$ cat src/rtl/mem_access_stage_pkg.sv
// Shared types for the memory-access stage: datapath width, FSM state enum,
// RV32 load/store funct3 encodings, the decoded control record handed
// down the pipe, and the default wait timeout.
package mem_access_stage_pkg;

  localparam int XLEN                = 32;
  localparam int MEM_TIMEOUT_DEFAULT = 255;

  typedef enum logic [1:0] {
    MEM_IDLE,
    MEM_REQ,
    MEM_WAIT,
    MEM_DONE
  } MEM_state_t;

  // funct3 encodings; loads and stores share the size field in [1:0]
  localparam logic [2:0] LB  = 3'b000;
  localparam logic [2:0] LH  = 3'b001;
  localparam logic [2:0] LW  = 3'b010;
  localparam logic [2:0] LBU = 3'b100;
  localparam logic [2:0] LHU = 3'b101;
  localparam logic [2:0] SB  = 3'b000;
  localparam logic [2:0] SH  = 3'b001;
  localparam logic [2:0] SW  = 3'b010;

  // mem: instruction touches memory; iop: 1 = store; fcs_opcode: funct3
  typedef struct packed {
    logic       mem;
    logic       iop;
    logic [2:0] fcs_opcode;
    logic       rd_we;
    logic [4:0] rd;
  } control_s;

  function automatic control_s control_s_default();
    control_s c;
    c = '0;
    return c;
  endfunction

endpackage

$ cat src/rtl/mem_access_stage_if.sv
// Data-memory request/grant/response bus.
//   master (pipeline stage): drives mem_req/we/addr/be/wdata
//   slave  (memory)        : drives mem_gnt/rvalid/rdata
interface mem_access_stage_if;
  import mem_access_stage_pkg::*;

  logic            mem_req;
  logic            mem_we;
  logic [XLEN-1:0] mem_addr;
  logic [3:0]      mem_be;
  logic [XLEN-1:0] mem_wdata;
  logic            mem_gnt;
  logic            mem_rvalid;
  logic [XLEN-1:0] mem_rdata;

  modport master (
    output mem_req, mem_we, mem_addr, mem_be, mem_wdata,
    input  mem_gnt, mem_rvalid, mem_rdata
  );

  modport slave (
    input  mem_req, mem_we, mem_addr, mem_be, mem_wdata,
    output mem_gnt, mem_rvalid, mem_rdata
  );

endinterface

$ cat src/rtl/mem_access_stage_align.sv
// mem_align_unit: combinational byte-lane steering for RV32 loads/stores.
//   is_store, funct3, addr[1:0] : access description
//   rs2   -> be, wdata          : store lane enables and replicated data
//   rdata -> load_data          : extracted, sign/zero-extended load value
//   fault                       : misaligned access or illegal funct3
// Loads report be = 0 and wdata = 0.
module mem_align_unit
  import mem_access_stage_pkg::*;
(
  input  logic            is_store,
  input  logic [2:0]      funct3,
  input  logic [1:0]      addr,
  input  logic [XLEN-1:0] rs2,
  input  logic [XLEN-1:0] rdata,
  output logic [3:0]      be,
  output logic [XLEN-1:0] wdata,
  output logic [XLEN-1:0] load_data,
  output logic            fault
);

  logic [XLEN-1:0] shifted;

  always_comb begin
    be        = '0;
    wdata     = '0;
    load_data = '0;
    fault     = 1'b0;
    shifted   = rdata >> {addr, 3'b000};
    if (is_store) begin
      case (funct3)
        SB: begin
          be    = 4'b0001 << addr;
          wdata = {4{rs2[7:0]}};
        end
        SH: begin
          be    = 4'b0011 << addr;
          wdata = {2{rs2[15:0]}};
          fault = addr[0];
        end
        SW: begin
          be    = 4'b1111;
          wdata = rs2;
          fault = |addr;
        end
        default: fault = 1'b1;
      endcase
    end else begin
      case (funct3)
        LB:  load_data = {{24{shifted[7]}}, shifted[7:0]};
        LBU: load_data = {24'b0, shifted[7:0]};
        LH: begin
          load_data = {{16{shifted[15]}}, shifted[15:0]};
          fault     = addr[0];
        end
        LHU: begin
          load_data = {16'b0, shifted[15:0]};
          fault     = addr[0];
        end
        // an aligned word has a zero shift, so shifted == rdata
        LW: begin
          load_data = shifted;
          fault     = |addr;
        end
        default: fault = 1'b1;
      endcase
    end
  end

endmodule

$ cat src/rtl/mem_access_stage.sv
// mem_access_stage: pipeline stage after execute. Issues loads/stores on a
// single-port data memory (req/gnt, then rvalid for loads), passes non-mem
// results through, and emits a one-cycle o_done with o_rd_data/o_fault.
//   i_clk, i_reset_n        : clock, async active-low reset
//   i_valid / o_ready       : upstream handshake (ready only in MEM_IDLE)
//   i_control_signal        : decoded control (mem, iop=store, funct3)
//   i_alu_result, i_rs2     : effective address / pass-through, store data
//   mem                     : data-memory bus (master side)
//   o_control_signal        : control forwarded to writeback
//   o_rd_data, o_done, o_fault : writeback result
module mem_access_stage
  import mem_access_stage_pkg::*;
#(
  parameter int MEM_TIMEOUT = MEM_TIMEOUT_DEFAULT
) (
  input  logic                i_clk,
  input  logic                i_reset_n,
  input  logic                i_valid,
  output logic                o_ready,
  input  control_s            i_control_signal,
  input  logic [XLEN-1:0]     i_alu_result,
  input  logic [XLEN-1:0]     i_rs2,
  mem_access_stage_if.master  mem,
  output control_s            o_control_signal,
  output logic [XLEN-1:0]     o_rd_data,
  output logic                o_done,
  output logic                o_fault
);

  localparam logic [7:0] WAIT_LAST = 8'(MEM_TIMEOUT - 1);

  MEM_state_t      state;
  control_s        ctrl_q;
  logic [1:0]      addr_lo_q;
  logic [7:0]      wait_cnt;

  logic            au_is_store;
  logic [2:0]      au_funct3;
  logic [1:0]      au_addr;
  logic [3:0]      au_be;
  logic [XLEN-1:0] au_wdata;
  logic [XLEN-1:0] au_load_data;
  logic            au_fault;

  // One align unit: in IDLE it checks the incoming op (fault, be, wdata);
  // afterwards it sees the registered op so WAIT can extract load data.
  always_comb begin
    au_is_store = ctrl_q.iop;
    au_funct3   = ctrl_q.fcs_opcode;
    au_addr     = addr_lo_q;
    if (state == MEM_IDLE) begin
      au_is_store = i_control_signal.iop;
      au_funct3   = i_control_signal.fcs_opcode;
      au_addr     = i_alu_result[1:0];
    end
  end

  mem_align_unit u_align (
    .is_store  (au_is_store),
    .funct3    (au_funct3),
    .addr      (au_addr),
    .rs2       (i_rs2),
    .rdata     (mem.mem_rdata),
    .be        (au_be),
    .wdata     (au_wdata),
    .load_data (au_load_data),
    .fault     (au_fault)
  );

  assign o_control_signal = ctrl_q;

  always_ff @(posedge i_clk or negedge i_reset_n) begin
    if (!i_reset_n) begin
      state         <= MEM_IDLE;
      o_ready       <= 1'b1;
      ctrl_q        <= control_s_default();
      addr_lo_q     <= '0;
      wait_cnt      <= '0;
      o_rd_data     <= '0;
      o_done        <= 1'b0;
      o_fault       <= 1'b0;
      mem.mem_req   <= 1'b0;
      mem.mem_we    <= 1'b0;
      mem.mem_addr  <= '0;
      mem.mem_be    <= '0;
      mem.mem_wdata <= '0;
    end else begin
      case (state)
        MEM_IDLE: begin
          if (i_valid) begin
            ctrl_q    <= i_control_signal;
            addr_lo_q <= i_alu_result[1:0];
            o_ready   <= 1'b0;
            if (!i_control_signal.mem) begin
              state     <= MEM_DONE;
              o_done    <= 1'b1;
              o_fault   <= 1'b0;
              o_rd_data <= i_alu_result;
            end else if (au_fault) begin
              // rejected before any bus activity
              state     <= MEM_DONE;
              o_done    <= 1'b1;
              o_fault   <= 1'b1;
              o_rd_data <= '0;
            end else begin
              state         <= MEM_REQ;
              mem.mem_req   <= 1'b1;
              mem.mem_we    <= i_control_signal.iop;
              mem.mem_addr  <= {i_alu_result[XLEN-1:2], 2'b00};
              mem.mem_be    <= au_be;
              mem.mem_wdata <= au_wdata;
            end
          end
        end
        MEM_REQ: begin
          if (mem.mem_gnt) begin
            mem.mem_req   <= 1'b0;
            mem.mem_we    <= 1'b0;
            mem.mem_addr  <= '0;
            mem.mem_be    <= '0;
            mem.mem_wdata <= '0;
            if (ctrl_q.iop) begin
              // posted write: nothing comes back
              state     <= MEM_DONE;
              o_done    <= 1'b1;
              o_fault   <= 1'b0;
              o_rd_data <= '0;
            end else begin
              state    <= MEM_WAIT;
              wait_cnt <= '0;
            end
          end
        end
        MEM_WAIT: begin
          // data arriving on the last allowed cycle still counts
          if (mem.mem_rvalid) begin
            state     <= MEM_DONE;
            o_done    <= 1'b1;
            o_fault   <= 1'b0;
            o_rd_data <= au_load_data;
          end else if (wait_cnt == WAIT_LAST) begin
            state     <= MEM_DONE;
            o_done    <= 1'b1;
            o_fault   <= 1'b1;
            o_rd_data <= '0;
          end else begin
            wait_cnt <= wait_cnt + 8'd1;
          end
        end
        MEM_DONE: begin
          state   <= MEM_IDLE;
          o_done  <= 1'b0;
          o_fault <= 1'b0;
          o_ready <= 1'b1;
        end
        default: state <= MEM_IDLE;
      endcase
    end
  end

endmodule

$ cat src/flat_wrapper.sv
// flat-port wrapper written by rule: the top's interface ports become plain ports
module mem_access_stage_flat import mem_access_stage_pkg::*;
#(
  parameter int MEM_TIMEOUT = MEM_TIMEOUT_DEFAULT
)
  (i_clk, i_reset_n, i_valid, o_ready, i_control_signal, i_alu_result, i_rs2, o_control_signal, o_rd_data, o_done, o_fault, mem_mem_req, mem_mem_we, mem_mem_addr, mem_mem_be, mem_mem_wdata, mem_mem_gnt, mem_mem_rvalid, mem_mem_rdata);
  mem_access_stage_if mem_i ();
  input  logic i_clk;
  input  logic i_reset_n;
  input  logic i_valid;
  output logic o_ready;
  input  control_s i_control_signal;
  input  logic [XLEN-1:0] i_alu_result;
  input  logic [XLEN-1:0] i_rs2;
  output control_s o_control_signal;
  output logic [XLEN-1:0] o_rd_data;
  output logic o_done;
  output logic o_fault;
  output wire logic [$bits(mem_i.mem_req)-1:0] mem_mem_req;
  output wire logic [$bits(mem_i.mem_we)-1:0] mem_mem_we;
  output wire logic [$bits(mem_i.mem_addr)-1:0] mem_mem_addr;
  output wire logic [$bits(mem_i.mem_be)-1:0] mem_mem_be;
  output wire logic [$bits(mem_i.mem_wdata)-1:0] mem_mem_wdata;
  input wire logic [$bits(mem_i.mem_gnt)-1:0] mem_mem_gnt;
  input wire logic [$bits(mem_i.mem_rvalid)-1:0] mem_mem_rvalid;
  input wire logic [$bits(mem_i.mem_rdata)-1:0] mem_mem_rdata;
  assign mem_mem_req = mem_i.mem_req;
  assign mem_mem_we = mem_i.mem_we;
  assign mem_mem_addr = mem_i.mem_addr;
  assign mem_mem_be = mem_i.mem_be;
  assign mem_mem_wdata = mem_i.mem_wdata;
  assign mem_i.mem_gnt = mem_mem_gnt;
  assign mem_i.mem_rvalid = mem_mem_rvalid;
  assign mem_i.mem_rdata = mem_mem_rdata;
  mem_access_stage #(.MEM_TIMEOUT(MEM_TIMEOUT)) u_core (.i_clk(i_clk), .i_reset_n(i_reset_n), .i_valid(i_valid), .o_ready(o_ready), .i_control_signal(i_control_signal), .i_alu_result(i_alu_result), .i_rs2(i_rs2), .mem(mem_i), .o_control_signal(o_control_signal), .o_rd_data(o_rd_data), .o_done(o_done), .o_fault(o_fault));
endmodule
$ cat config.mk
export PLATFORM = sky130hd
export DESIGN_NAME = mem_access_stage_flat
export DESIGN_NICKNAME = d
export VERILOG_FILES = /design/src/rtl/mem_access_stage_pkg.sv /design/src/rtl/mem_access_stage_if.sv /design/src/rtl/mem_access_stage_align.sv /design/src/rtl/mem_access_stage.sv /design/src/flat_wrapper.sv
export SDC_FILE = /design/constraint.sdc
export NUM_CORES = 1
export LEC_CHECK = 0
export CAP_MARGIN = 10
export CORE_MARGIN = 1
export CORE_UTILIZATION = 41
export DETAILED_ROUTE_END_ITERATION = 8
export GPL_ROUTABILITY_DRIVEN = 0
export PLACE_DENSITY_LB_ADDON = 0.3
export RECOVER_POWER = 25
export REMOVE_ABC_BUFFERS = 1
export SYNTH_ARGS = -nofsm -noshare
export SYNTH_HDL_FRONTEND = slang
export SYNTH_SLANG_ARGS = --single-unit
$ cat constraint.sdc
create_clock -name i_clk -period 2.3 [get_ports i_clk]
set_clock_uncertainty 0.15 [all_clocks]
set_input_delay 0.23 -clock i_clk [delete_from_list [all_inputs] [get_ports i_clk]]
set_output_delay 0.23 -clock i_clk [all_outputs]
set_load 0.005 [all_outputs]
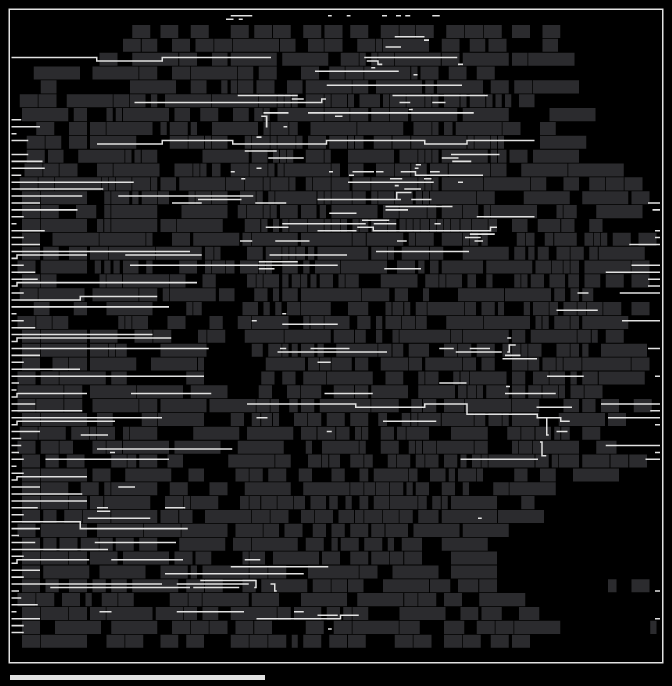
Fig. 1. Signal wires on met3 (run 1).
The bar under the picture is 50 µm long. Cells faint in the background.
wire length on this layer = 2030 µm
main direction = horizontal

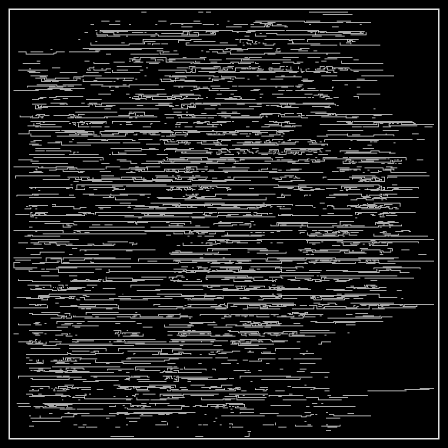
Fig. 2. M1 wires (run 1).
main direction = horizontal
longest straight run = 52.9 µm
share of all routed wire = 41%
vias after detailed routing: 6740
met1 track demand over resource in global routing: 0.354

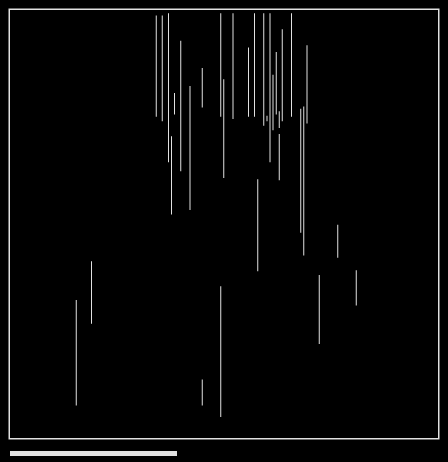
Fig. 3. Met4 routing (run 1).
The bar under the picture is 50 µm long.
longest straight run = 44.2 µm
nets with wire on the layer = 30
wire length on this layer = 821 µm
share of all routed wire = 3.4%
wirelength, routed: 24.4 mm

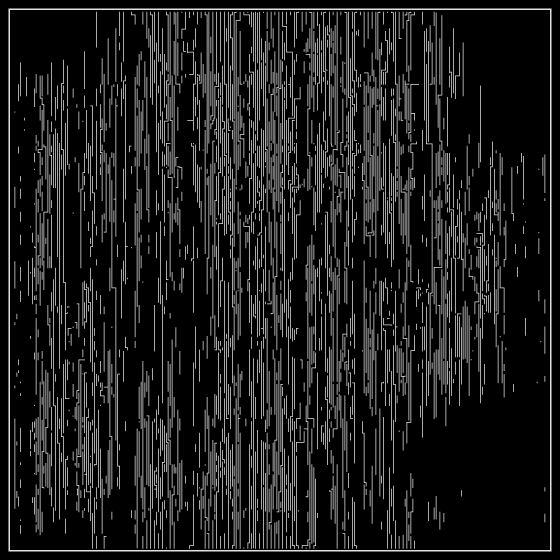
Fig. 4. The metal 2 layer (run 1).
longest straight run = 53.4 µm
nets with wire on the layer = 970

==> results.txt, run 1 <==
Implementation progress

The average cell area after synthesis stands at 9.83 µm². Detailed routing placed a total of 2.03 mm of wire on met3. The fraction of the mapped netlist area in simple logic gates stands at 0.143. The die extent in x stands at 128 µm. The tally of filler cells in the layout stands at 1076. In this run the top signal layer used is met4. Ranked by instance count, the synthesized netlist is headed by nand2_1, dfrtp_1, a22o_1. For this run, the post-layout net count is 1089. The detailed-routing wirelength on met1 stands at 9.91 mm. The top cell type's share of synthesized area stands at 0.481. The post-route standard cell area excluding fillers stands at 11000 µm². The final-report setup violation count stands at roughly 98. The share of the clock period used by the worst path after layout stands at 1.04. The checks that failed: setup timing. The share of cell area taken by muxes after synthesis stands at 0.0465. The level count of the clock H-tree stands at 4. The flow ran to the end, but the final reports show violations. The stage delay of the slowest cell on the critical path stands at 0.39 ns. The effective utilization at floorplan stands at 0.423.

The maximum clock path buffer count stands at 2. The hold violation total from the final report stands at 0. The critical path's slowest stage uses the library cell dfrtp_1. Power spread over the standard cell area amounts to 1500 nW/µm². The number of buffers inserted during clock tree synthesis stands at 17. The share of the Yosys chip area taken by registers is 0.485. The layout-stage area growth over the synthesis result stands at 69.2%. According to the hold report, the worst path is of the input port to flip-flop type. Looking at the group totals, the largest power group turns out to be combinational logic. The number of vias per cell stands at 5.64. OpenSTA, run right after detailed placement, puts the worst setup slack at -0.302 ns. By instance count after routing, the leading logic cell type is clkdlybuf4s50_1. During placement, the flow inserted port buffers numbering 225.

The total power stands at 16.5 mW. The power in sequential cells stands at 3.71 mW. The share of total power dissipated in the clock network is 0.167. Once routing completed, OpenROAD measured the worst setup slack at -0.0997 ns. Once placement completed, the tool counted placed cells totaling about 1100. Per the detailed placement report, the placed cell area equals about 9500 µm². The clock transition at the registers of the reported paths stands at 0.06 ns. Gates resized during post-CTS repair numbered 30.

The number of warnings the tools reported stands at 31. The chip occupies 16400 µm². The maximum number of pins on one net before global-route repair stands at 54. The post-synthesis async set-or-reset flop share stands at 1.00. The critical path is of the flip-flop to flip-flop type. The number of sinks on the clock net stands at 126. Of the combinational cells, the family taking the most area is AND-OR/OR-AND gates.

The reported clock group power stands at 2.76 mW. The global-route usage over all layers stands at 0.274. The number of synthesized flops with an enable pin stands at 0. met3 track demand over resource after global routing is 0.0860. The final max-slew violation count stands at 0.

The total of max-cap violations stands at 0. Internal power comes to roughly 10 mW. The placed wire-length estimate after detailed placement stands at approximately 15 mm. In the final routed layout, each cell accounts on average for between 20 and 25 µm. The final critical delay including setup and external delays stands at 2.40 ns.

The number of rows created at floorplan stands at 45.
-- run 1: path summary, 6_finish.rpt --
path | cells past startpoint | from | slack [ns] | endpoint
setup / recovery | 9 | u_core.state[1] | -0.1 | u_core.o_rd_data[24]
hold / removal | 2 | i_control_signal[4] | 0.27 | u_core.o_control_signal[4]
setup reg to reg | 9 | u_core.state[1] | -0.1 | u_core.o_rd_data[24]
hold reg to reg | 1 | u_core.mem.mem_req | 0.34 | u_core.mem.mem_req
max in group asynchronous | 3 | i_reset_n | 0.40 | u_core.o_ready
min in group asynchronous | 2 | i_reset_n | 0.51 | u_core.o_control_signal[5]
-- run 1: final cells by class --
| type | instances | area (µm²) | area share |
|---|---|---|---|
| clock buffer | 19 | 433 | 0.0393 |
| timing repair buffer | 335 | 3480 | 0.316 |
| clock inverter | 13 | 164 | 0.0149 |
| inverter | 18 | 67.6 | 0.00614 |
| sequential | 126 | 3150 | 0.286 |
| multi-input combinational | 473 | 3440 | 0.313 |
| tap | 211 | 264 | 0.0240 |
-- run 1: critical path, delay by kind of cell (launching register included) --
family | cells | cell delay, ns
adders and majority gates | 1 | 0.21
buffers and inverters | 2 | 0.31
AOI/OAI and AO/OA | 4 | 0.68
muxes | 2 | 0.55
DFF | 1 | 0.39
-- run 1: flip-flops by register name, summed over array words and instances, names as in the netlist, 2 cells and up --
| register | cells |
|---|---|
| u_core.mem.mem_wdata | 32 |
| u_core.o_rd_data | 32 |
| u_core.mem.mem_addr | 30 |
| u_core.o_control_signal | 11 |
| u_core.wait_cnt | 8 |
| u_core.mem.mem_be | 4 |
| u_core.addr_lo_q | 2 |
| u_core.state | 2 |
Fig. 5: run 1, congestion heat map
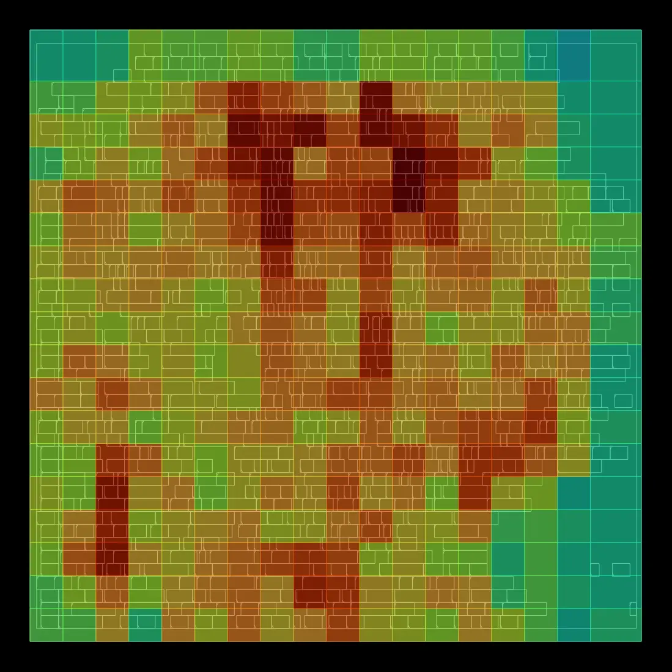

==> run 2, diff against run 1 <==
- CORE_UTILIZATION: 41 -> 43
- SYNTH_HIERARCHICAL: not set -> 1
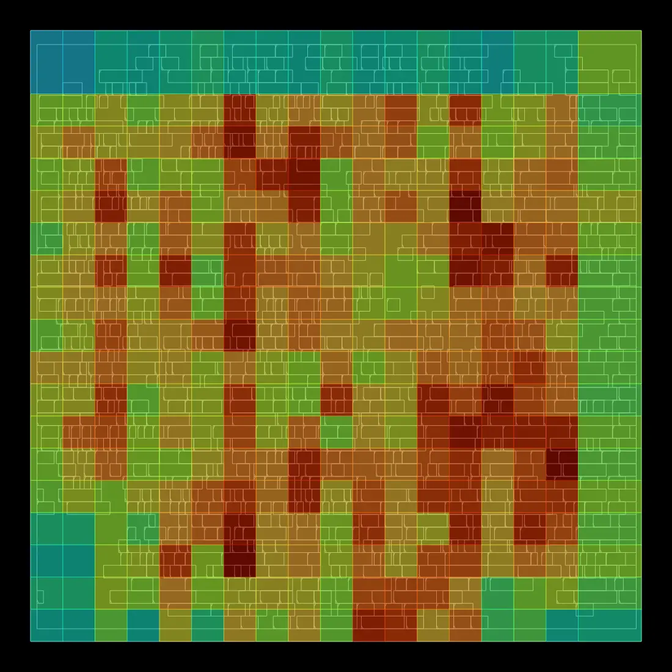
Fig. 6. Congestion heat map (run 2).
met1 track demand over resource in global routing: 0.320
gr usage total: 0.261
utilization after layout: 0.720

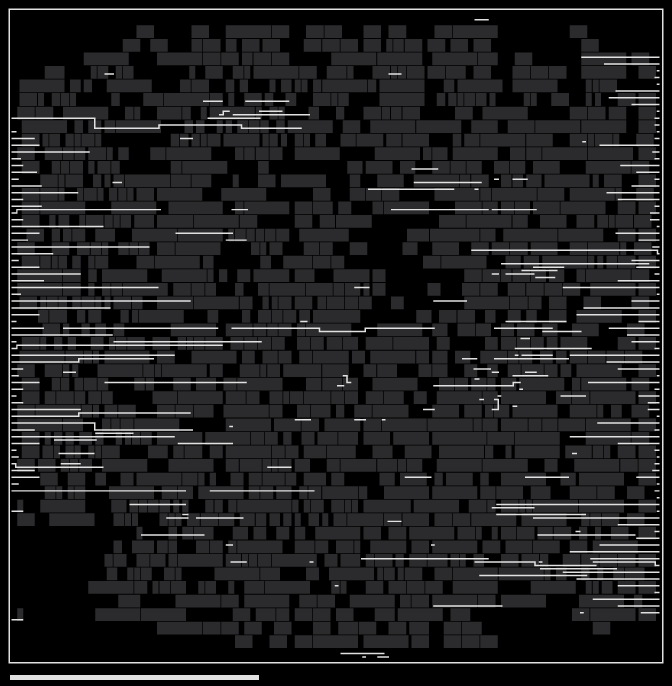
Fig. 7. Signal wires on met3 (run 2).
The bar under the picture is 50 µm long. Cells faint in the background.
wire length on this layer = 1980 µm
main direction = horizontal
share of all routed wire = 8.0%
met3 GRT Util: 0.0749
vias after detailed routing: 6942
wirelength, routed: 24.7 mm

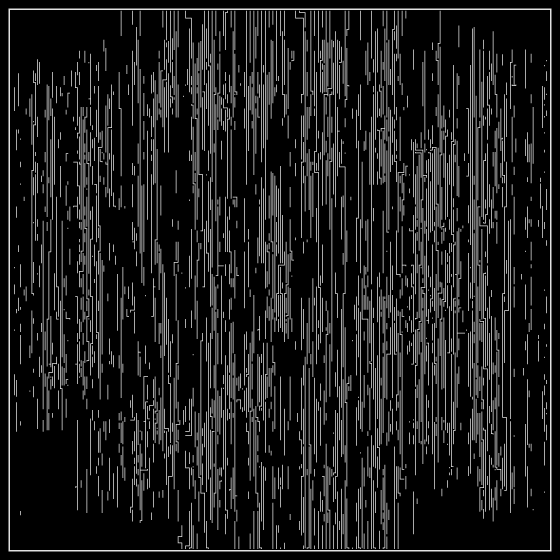
Fig. 8. The metal 2 layer (run 2).
met2 usage in global routing: 0.431

==> run 2 against run 1 <==
The flow still finishes with violations (setup timing). Hold slack got worse by 0.0030 ns. Global-route usage fell by 1.3 points. Routed wire length is 1.4% higher. Total power is 0.99% lower. Non-clock buffer count fell by 7. Critical endpoint is now u_core/o_rd_data[11].
==> results.txt, run 2 <==
Implementation progress

The post-synthesis cell count was 754 (was 662). The share of cell area taken by muxes after synthesis came to 0.127 (was 0.0465). The level count of the clock H-tree is 4 (unchanged).

The final critical delay including setup and external delays is 2.67 ns (was 2.40 ns). The final worst setup slack is -0.371 ns (was -0.0997 ns). The number of rows created at floorplan stands at 46 (was 45). The top logic cell family in the synthesized netlist is simple AND/OR/NAND/NOR gates (was AND-OR/OR-AND gates).

The core area stands at 16100 µm² (was 15400 µm²). The end point of the worst hold path is u_core/mem.mem_addr[8] (was u_core.o_control_signal[4]). The beginning of the worst register-to-register path is u_core/state[0] (was u_core.state[1]). The routed length per placed instance is 19.5 µm (was 20.4 µm). The final max-slew violation count stands at 0 (unchanged).

The arithmetic-cell share of the synthesized area counting full adders, half adders and majority gates was 0.0123 (was 0.0115). The maximum fanout along the worst path stands at 8 (unchanged). The post-placement setup slack stands at -0.590 ns (was -0.302 ns). The number of cells traversed by the worst hold path stands at 3 (was 2).

The number of warnings the tools reported came to 32 (was 31). The average cell area after synthesis was 9.47 µm² (was 9.83 µm²). The power density normalized to cell area was 1420 nW/µm² (was 1500 nW/µm²). The final net count stands at 1160 (was 1089).

The library cell with the highest instance count after synthesis was nand2_1 (unchanged). The top cell type's share of synthesized area came to 0.438 (was 0.481). The number of vias per cell stands at 5.47 (was 5.64). The TritonCTS clock tree is yes (unchanged).

The class of the tightest hold or removal check is input port to flip-flop (unchanged). The insertion delay of the later-clocked pin in the worst-skew pair was 0.42 ns (was 0.43 ns). The total of max-cap violations stands at 0 (unchanged).

The category of the critical setup timing path was flip-flop to flip-flop (unchanged). The placed cell count stands at 1209 (was 1125). The total placed instance area stands at 10000 µm² (was 9470 µm²).

The fraction of the mapped netlist area in simple logic gates stands at 0.206 (was 0.143). The number of synthesized flops with an enable pin stands at 0 (unchanged). The maximum number of pins on one net before global-route repair was 68 (was 54). Largest registers: u_core/mem.mem_wdata (32), u_core/o_rd_data (32), u_core/mem.mem_addr (30) (was u_core.mem.mem_wdata (32), u_core.o_rd_data (32), u_core.mem.mem_addr (30)). The hold violation total from the final report stands at 0 (unchanged).

The dominant register cell was dfrtp_1 (unchanged). Run status: finished with violations (unchanged). The cell count of the worst reg-to-reg path stands at 9 (unchanged). The full die area stands at 17100 µm² (was 16400 µm²). The die extent in x was 131 µm (was 128 µm). The number of port buffers is 225 (unchanged). The worst-case register-to-register setup slack stands at -0.37 ns (was -0.1 ns). The final-report setup violation count stands at 102 (was 98). The placed wire-length estimate after detailed placement stands at 15.8 mm (was 14.9 mm). The total buffers and inverters traversed by the critical path was 2 (unchanged).

The tally of filler cells in the layout came to 1168 (was 1076). The number of buffers inserted during clock tree synthesis came to 17 (unchanged). The effective utilization at floorplan came to 0.445 (was 0.423). The share of the clock period used by the worst path after layout was 1.16 (was 1.04). The total power came to 16.4 mW (was 16.5 mW). The slew at the pin with the worst max-slew slack was 1.48 ns (was 1.39 ns). The maximum clock path buffer count is 2 (unchanged). The post-synthesis async set-or-reset flop share stands at 1.00 (unchanged). The highest-count logic cell in the final layout is clkdlybuf4s50_1 (unchanged). The total met3 wirelength after detailed routing came to 1.98 mm (was 2.03 mm). The remaining global-route overflow was 0 (unchanged).

The total length of routed met2 wires stands at 11.9 mm (was 11.6 mm). The number of DRC markers after the initial detailed-route iteration is 476 (was 518). The post-route standard cell area excluding fillers was 11600 µm² (was 11000 µm²). The layout-stage area growth over the synthesis result is 61.9% (was 69.2%). The origin of the worst min-delay path was i_alu_result[8] (was i_control_signal[4]). The share of the yosys chip area belonging to registers stands at 0.442 (was 0.485). Most common library cells after synthesis: nand2_1, dfrtp_1, nand3_1 (was nand2_1, dfrtp_1, a22o_1). The nature of the critical path endpoint was a flip-flop (unchanged).

The library cell contributing the largest single delay on the critical path is mux4_1 (was dfrtp_1). The stage delay of the slowest cell on the critical path was 0.50 ns (was 0.39 ns). The number of sinks on the clock net stands at 126 (unchanged). Failing checks: setup timing (unchanged).

The clock transition at the registers of the reported paths stands at 0.06 ns (about the same). The detailed-routing wirelength on met1 stands at 9.94 mm (was 9.91 mm). The largest delay contributor family on the critical path is multiplexers (was AND-OR/OR-AND gates).

The top layer reached by signal wires is met4 (unchanged). The buffer cell driving the clock tree root is clkbuf_16 (unchanged). The end of the worst register-to-register path is u_core/o_rd_data[11] (was u_core.o_rd_data[24]).
-- run 2: cell types whose count changed after synthesis, sizes merged, moves of 16 or more --
cell and delta:
a22o -24, a22oi -20, clkbuf +16, nand2 +37, nand3 +63, mux2 +40
nor2 -23, o2bb2ai -16, o22a -24
-- run 2: worst register-to-register path, stage by stage (launching register included) --
cell and delay, ns:
dfrtp_1 0.39, inv_2 0.08, ha_4 0.20, mux2_4 0.37
mux4_1 0.50, nand3b_1 0.12, buf_4 0.16, o21ai_0 0.11
a22o_1 0.22, mux2_4 0.26
-- run 2: final cells by class --
class	count	area [µm²]	share of cell area
clock buffer	21	460	0.0398
inverter	12	45.0	0.00390
sequential	126	3150	0.273
timing repair buffer	328	3430	0.297
tap	216	270	0.0234
clock inverter	11	164	0.0142
multi-input combinational	556	4030	0.349
-- run 2: power breakdown --
group	switching [mW]	internal (mW)	leakage, nW
Sequential	0.517	3.01	1.69
Combinational	4.60	5.39	3.33
Clock	1.00	1.86	0.303
Total	6.12	10.3	5.32
-- run 2: what timing repair did --
item,CTS,global route
hold buffers,1,0
gates cloned,1,14
endpoints found under the setup margin,102,107
pin swaps,3,70
resized,17,125
setup buffers,2,11
endpoints found under the hold margin,54,0
-- run 2: worst max-delay path by stage --
stage / startpoint / endpoint / slack (ns) / cells after the start
floorplan: u_core/state[0] / u_core/mem.mem_req / -3.36 / 8
global placement: u_core/state[0] / u_core/o_rd_data[12] / -0.46 / 8
detailed placement: u_core/state[0] / u_core/o_rd_data[14] / -0.59 / 8
CTS: u_core/state[1] / u_core/o_rd_data[1] / -0.39 / 10
global route: u_core/state[0] / u_core/o_rd_data[10] / -0.45 / 9
finish: u_core/state[0] / u_core/o_rd_data[11] / -0.37 / 9
Power is estimated from default activity; no workload was simulated.
